Fig. 1: run 1, met2 routing
Bar = 20 um.
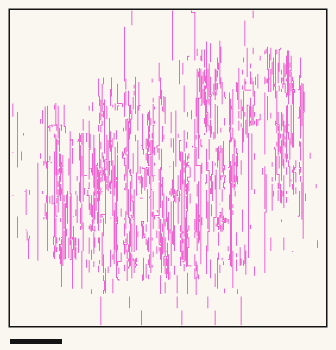
Fig. 2: run 1, clock wiring as the flow saved it
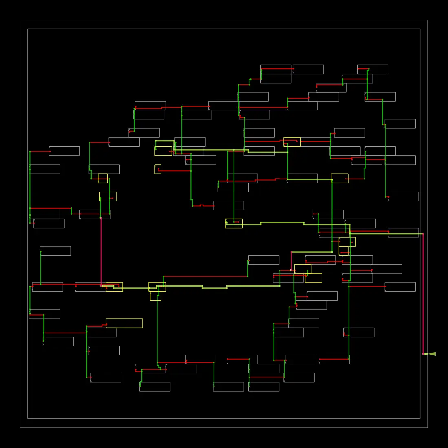
Fig. 3: run 1, signal wires on met3
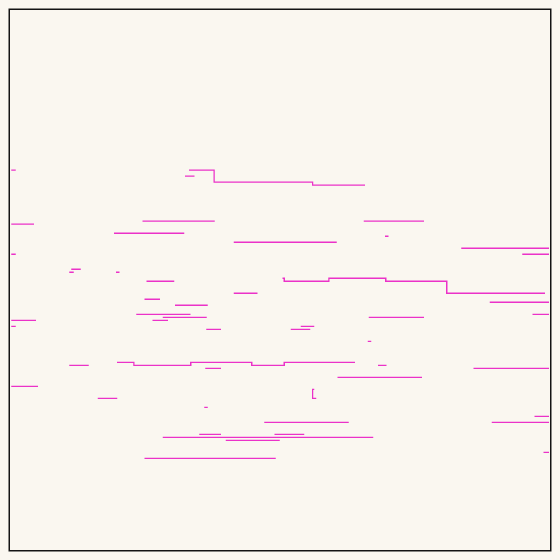
--- src/rtl/coffee_order_fsm_if.sv ---
// Coffee sequencer pulse/display bundle: front-panel pulses in, display/dispense outputs back.
// master = stimulus/front-panel side, slave = sequencer side.
interface coffee_order_if;
    logic        coin_pulse;
    logic        coffee_btn;
    logic        return_btn;
    logic        brew_done;
    logic [13:0] fnd_data;
    logic        anim_en;
    logic        coin_reject;
    logic        change_pulse;

    modport master (
        output coin_pulse, coffee_btn, return_btn, brew_done,
        input  fnd_data, anim_en, coin_reject, change_pulse
    );

    modport slave (
        input  coin_pulse, coffee_btn, return_btn, brew_done,
        output fnd_data, anim_en, coin_reject, change_pulse
    );
endinterface

--- src/rtl/coffee_order_fsm.sv ---
// Coffee-machine sequencer: coin credit, cup sale, change return, display value/animation.
// Optional BREW watchdog refund enabled by defining BREW_WATCHDOG_EN.
module coffee_order_fsm #(
    parameter int unsigned COIN_VAL            = 100,
    parameter int unsigned PRICE               = 300,
    parameter int unsigned MAX_BALANCE         = 9900,
    parameter int unsigned CHANGE_HOLD_CYCLES  = 200_000_000,
    parameter int unsigned BREW_TIMEOUT_CYCLES = 700_000_000
) (
    input logic           clk,
    input logic           reset,
    coffee_order_if.slave bus
);

    localparam int unsigned BAL_W  = 14;
    localparam int unsigned HOLD_W = $clog2(CHANGE_HOLD_CYCLES + 1);
`ifdef BREW_WATCHDOG_EN
    localparam int unsigned WD_W   = $clog2(BREW_TIMEOUT_CYCLES + 1);
`endif

    typedef enum logic [1:0] {
        IDLE   = 2'd0,
        CREDIT = 2'd1,
        BREW   = 2'd2,
        CHANGE = 2'd3
    } state_t;

    state_t             state_q, state_d;
    logic [BAL_W-1:0]   balance_q, balance_d;
    logic [BAL_W-1:0]   change_q, change_d;
    logic [HOLD_W-1:0]  hold_q, hold_d;
`ifdef BREW_WATCHDOG_EN
    logic [WD_W-1:0]    wd_q, wd_d;
    logic [BAL_W:0]     refund_sum;
`endif
    logic [BAL_W:0]     coin_sum;
    logic               coin_ok;

    logic [BAL_W-1:0]   fnd_q, fnd_d;
    logic               anim_q, anim_d;
    logic               reject_q, reject_d;
    logic               chg_pulse_q, chg_pulse_d;

    // State, datapath and registered outputs
    always_ff @(posedge clk or posedge reset) begin
        if (reset) begin
            state_q     <= IDLE;
            balance_q   <= '0;
            change_q    <= '0;
            hold_q      <= '0;
`ifdef BREW_WATCHDOG_EN
            wd_q        <= '0;
`endif
            fnd_q       <= '0;
            anim_q      <= 1'b0;
            reject_q    <= 1'b0;
            chg_pulse_q <= 1'b0;
        end else begin
            state_q     <= state_d;
            balance_q   <= balance_d;
            change_q    <= change_d;
            hold_q      <= hold_d;
`ifdef BREW_WATCHDOG_EN
            wd_q        <= wd_d;
`endif
            fnd_q       <= fnd_d;
            anim_q      <= anim_d;
            reject_q    <= reject_d;
            chg_pulse_q <= chg_pulse_d;
        end
    end

    // Next state and credit bookkeeping; button priority is return > coffee > coin
    always_comb begin
        state_d   = state_q;
        balance_d = balance_q;
        change_d  = change_q;
        hold_d    = hold_q;
        coin_ok   = 1'b0;
        coin_sum  = (BAL_W+1)'(balance_q) + (BAL_W+1)'(COIN_VAL);
`ifdef BREW_WATCHDOG_EN
        wd_d       = wd_q;
        refund_sum = (BAL_W+1)'(balance_q) + (BAL_W+1)'(PRICE);
`endif
        case (state_q)
            IDLE, CREDIT: begin
                if (bus.return_btn) begin
                    if (state_q == CREDIT) begin
                        change_d  = balance_q;
                        balance_d = '0;
                        hold_d    = '0;
                        state_d   = CHANGE;
                    end
                end else if (bus.coffee_btn) begin
                    if (state_q == CREDIT && balance_q >= BAL_W'(PRICE)) begin
                        balance_d = balance_q - BAL_W'(PRICE);
                        state_d   = BREW;
`ifdef BREW_WATCHDOG_EN
                        wd_d      = '0;
`endif
                    end
                end else if (bus.coin_pulse) begin
                    if (coin_sum <= (BAL_W+1)'(MAX_BALANCE)) begin
                        coin_ok   = 1'b1;
                        balance_d = BAL_W'(coin_sum);
                        state_d   = CREDIT;
                    end
                end
            end
            BREW: begin
                if (bus.brew_done) begin
                    state_d = (balance_q != '0) ? CREDIT : IDLE;
`ifdef BREW_WATCHDOG_EN
                end else if (wd_q == WD_W'(BREW_TIMEOUT_CYCLES - 1)) begin
                    balance_d = (refund_sum > (BAL_W+1)'(MAX_BALANCE)) ?
                                BAL_W'(MAX_BALANCE) : BAL_W'(refund_sum);
                    state_d   = CREDIT;
                end else begin
                    wd_d = wd_q + WD_W'(1);
`endif
                end
            end
            CHANGE: begin
                if (hold_q == HOLD_W'(CHANGE_HOLD_CYCLES - 1)) begin
                    change_d = '0;
                    state_d  = IDLE;
                end else begin
                    hold_d = hold_q + HOLD_W'(1);
                end
            end
            default: state_d = IDLE;
        endcase
    end

    // Next values of the registered outputs
    always_comb begin
        fnd_d       = (state_d == CHANGE) ? change_d : balance_d;
        anim_d      = (state_d == BREW);
        reject_d    = bus.coin_pulse && !coin_ok;
        chg_pulse_d = (state_q != CHANGE) && (state_d == CHANGE);
    end

    assign bus.fnd_data     = fnd_q;
    assign bus.anim_en      = anim_q;
    assign bus.coin_reject  = reject_q;
    assign bus.change_pulse = chg_pulse_q;

endmodule

--- src/flat_wrapper.sv ---
// flat-port wrapper written by rule: the top's interface ports become plain ports
module coffee_order_fsm_flat 
#(
    parameter int unsigned COIN_VAL            = 100,
    parameter int unsigned PRICE               = 300,
    parameter int unsigned MAX_BALANCE         = 9900,
    parameter int unsigned CHANGE_HOLD_CYCLES  = 200_000_000,
    parameter int unsigned BREW_TIMEOUT_CYCLES = 700_000_000
)
  (clk, reset, bus_coin_pulse, bus_coffee_btn, bus_return_btn, bus_brew_done, bus_fnd_data, bus_anim_en, bus_coin_reject, bus_change_pulse);
  coffee_order_if bus_i ();
  input logic clk;
  input logic reset;
  input wire logic [$bits(bus_i.coin_pulse)-1:0] bus_coin_pulse;
  input wire logic [$bits(bus_i.coffee_btn)-1:0] bus_coffee_btn;
  input wire logic [$bits(bus_i.return_btn)-1:0] bus_return_btn;
  input wire logic [$bits(bus_i.brew_done)-1:0] bus_brew_done;
  output wire logic [$bits(bus_i.fnd_data)-1:0] bus_fnd_data;
  output wire logic [$bits(bus_i.anim_en)-1:0] bus_anim_en;
  output wire logic [$bits(bus_i.coin_reject)-1:0] bus_coin_reject;
  output wire logic [$bits(bus_i.change_pulse)-1:0] bus_change_pulse;
  assign bus_i.coin_pulse = bus_coin_pulse;
  assign bus_i.coffee_btn = bus_coffee_btn;
  assign bus_i.return_btn = bus_return_btn;
  assign bus_i.brew_done = bus_brew_done;
  assign bus_fnd_data = bus_i.fnd_data;
  assign bus_anim_en = bus_i.anim_en;
  assign bus_coin_reject = bus_i.coin_reject;
  assign bus_change_pulse = bus_i.change_pulse;
  coffee_order_fsm #(.COIN_VAL(COIN_VAL), .PRICE(PRICE), .MAX_BALANCE(MAX_BALANCE), .CHANGE_HOLD_CYCLES(CHANGE_HOLD_CYCLES), .BREW_TIMEOUT_CYCLES(BREW_TIMEOUT_CYCLES)) u_core (.clk(clk), .reset(reset), .bus(bus_i));
endmodule
--- config.mk ---
export PLATFORM = sky130hd
export DESIGN_NAME = coffee_order_fsm_flat
export DESIGN_NICKNAME = d
export VERILOG_FILES = /design/src/rtl/coffee_order_fsm_if.sv /design/src/rtl/coffee_order_fsm.sv /design/src/flat_wrapper.sv
export SDC_FILE = /design/constraint.sdc
export NUM_CORES = 1
export LEC_CHECK = 0
export ABC_CLOCK_PERIOD_IN_PS = 8900
export CORE_MARGIN = 2
export CORE_UTILIZATION = 30
export CTS_BUF_LIST = sky130_fd_sc_hd__clkbuf_2 sky130_fd_sc_hd__clkbuf_4 sky130_fd_sc_hd__clkbuf_8
export DETAILED_ROUTE_END_ITERATION = 8
export GPL_TIMING_DRIVEN = 0
export SYNTH_ARGS = -nofsm -noshare
export SYNTH_HDL_FRONTEND = slang
export SYNTH_SLANG_ARGS = --single-unit
--- constraint.sdc ---
create_clock -name clk -period 8.9 [get_ports clk]
set_input_delay 1.78 -clock clk [delete_from_list [all_inputs] [get_ports clk]]
set_output_delay 1.78 -clock clk [all_outputs]
set_load 0.05 [all_outputs]
==> CHANGELOG.md, run 1 <==
## Flow update

* Result of the run: finished, final reports clean
* Number of design rule violations left after detail routing at 0
* Worst hold path endpoint: u_core.change_q[3]
* Width of the die at 122 um
* Cell count after synthesis at between 400 and 500
* Sequential standard cell area at ~1900 um^2
* Worst setup timing slack at the placement stage at between 4 and 5 ns
* Number of nets at floorplan at 466
* Power after layout at 1.38 mW
* Ratio of routed vias to standard cells at 5.47
* First-iteration detailed-routing DRC count at between 200 and 300
* Post-layout utilization of the core at 0.352
* Async set-or-reset flop fraction in the synthesized netlist at 1.00
* Crit path from: bus_return_btn
* Main flop type: dfrtp_1
* Crit path to: u_core.bus.fnd_data[8]
* Cell-by-cell listing of the critical path: clkdlybuf4s50_1 > nor2b_1 > o21ai_0 > clkbuf_1 > a22o_1 > mux2i_1 > a31oi_1
* Fraction of area in registers at 0.387
* Crit path launch type: primary input
* Total number of yosys warnings at 0
* Tally of non-filler cells in the final layout at 673
* Logic area at ~2100 um^2
* Number of cells upsized or downsized after cts at 0
* Netlist Area Pre-Place at 4200 um^2
* Number of flip-flops under the largest register name at 28
* Dominant cell by count in the synthesized netlist: dfrtp_1
* Count of non-CTS buffers in the layout at 53
* Clock tree from TritonCTS: done
* TritonCTS Buffers at 9
* Register bit total from synthesis at 75
* Unrepaired setup endpoints after global routing: no
* Number of tap cells inserted at 180
* Final period demand of the worst path at 4.01 ns
* Cell class with the largest area share: multi-input combinational cells
* NumNets Final at 499
* Critical-path top delay cell: o21ai_0
* Pin count of the biggest net entering global routing at 39
* Routability-driven placement congestion ratio at 0.932
* Clock buffers and inverters, area share at 0.0405
-- Fig. 1 (at the start) --
longest straight run	56.1 um
share of all routed wire	46%
aggregate routed wire length: 11.9 mm
overall via count from detail_route: 3,681

-- Fig. 2 (at the start) --
final clock skew: 0.00732 ns
Clk power: 0.271 mW

-- Fig. 3 (at the start) --
main direction	horizontal
wire length on this layer	552 um
GR met3 Demand/Resource: 0.0460

==> run 1 -> run 2 <==
--- a/config.mk
+++ b/config.mk
@@ -5,7 +5,7 @@
 export SDC_FILE = /design/constraint.sdc
 export NUM_CORES = 1
 export LEC_CHECK = 0
-export ABC_CLOCK_PERIOD_IN_PS = 8900
+export ABC_CLOCK_PERIOD_IN_PS = 3700
 export CORE_MARGIN = 2
 export CORE_UTILIZATION = 30
 export CTS_BUF_LIST = sky130_fd_sc_hd__clkbuf_2 sky130_fd_sc_hd__clkbuf_4 sky130_fd_sc_hd__clkbuf_8
==> constraint.sdc (replaced) <==
create_clock -name clk -period 3.7 [get_ports clk]
set_input_delay 0.74 -clock clk [delete_from_list [all_inputs] [get_ports clk]]
set_output_delay 0.74 -clock clk [all_outputs]
set_load 0.05 [all_outputs]
==> run 2 against run 1 <==
  * Core utilization unchanged
  * Cell count stayed put
  * Via count did not move
  * Register-to-register slack lost 5.2 ns
  * Non-clock buffer count stayed put
  * Largest power group unchanged
==> CHANGELOG.md, run 2 <==
## Flow update

* Result of the run: finished, final reports clean
* Power after layout at 3.33 mW (+140%)
* Fraction of area in registers at 0.387 (unchanged)
* Unrepaired setup endpoints after global routing: no
* Number of tap cells inserted at 180 (unchanged)
* Clock tree from TritonCTS: done
* Clock buffers and inverters, area share at 0.0405 (unchanged)
* Number of cells upsized or downsized after cts at 0 (unchanged)
* GR met3 Demand/Resource at 0.0460 (unchanged)
* Pin count of the biggest net entering global routing at 39 (unchanged)
* Main flop type: dfrtp_1
* Critical-path top delay cell: nor4_1
* Final period demand of the worst path at approximately 3.3 ns
* Crit path from: u_core.hold_q[9]
* Worst hold path endpoint: u_core.change_q[3]
* Cell-by-cell listing of the critical path: nor4b_1 > nand3_1 > nor4_1 > o21ai_0 > clkbuf_1 > a22o_1 > mux2i_1 > a31oi_1
* Crit path to: u_core.bus.fnd_data[8]
* Routability-driven placement congestion ratio at 0.932 (unchanged)
* Number of design rule violations left after detail routing at 0 (unchanged)
* Crit path launch type: register
* Width of the die at 122 um (unchanged)
* Aggregate routed wire length at 11.9 mm (unchanged)
* Logic area at 2130 um^2 (unchanged)
* Number of flip-flops under the largest register name at 28 (unchanged)
* Register bit total from synthesis at 75 (unchanged)
* Final clock skew at 0.00732 ns (unchanged)
* Count of non-CTS buffers in the layout at 53 (unchanged)
* First-iteration detailed-routing DRC count at 272 (unchanged)
* Dominant cell by count in the synthesized netlist: dfrtp_1
* Post-layout utilization of the core at 0.352 (unchanged)
* Total number of yosys warnings at 0 (unchanged)
Fig. 4: run 2, clock wiring as the flow saved it
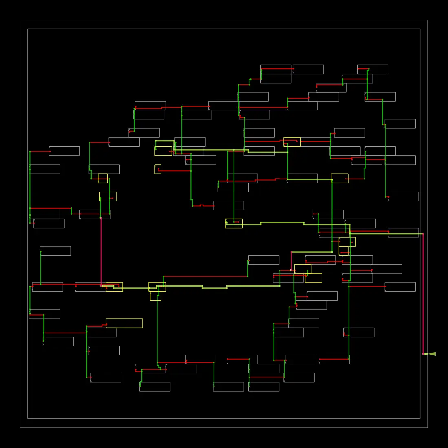
TritonCTS Buffers: 9
Sink Count: 75
Clk power: 0.652 mW
flip-flops: 75
Worst-Skew Late Latency: 0.36 ns

Fig. 5: run 2, wiring by layer
Bar = 20 um. Two of the layers only.
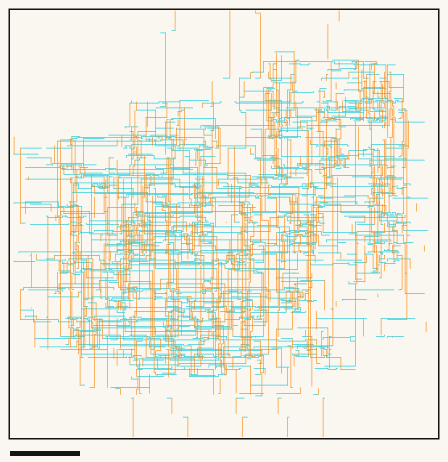
layer	color	wire length
met1	cyan	5,760 um
met2	orange	5,410 um
total track usage: 0.169
DR WL/cell: 17.6 um

Power figures rest on the tool's default switching activity, not on a simulated workload.
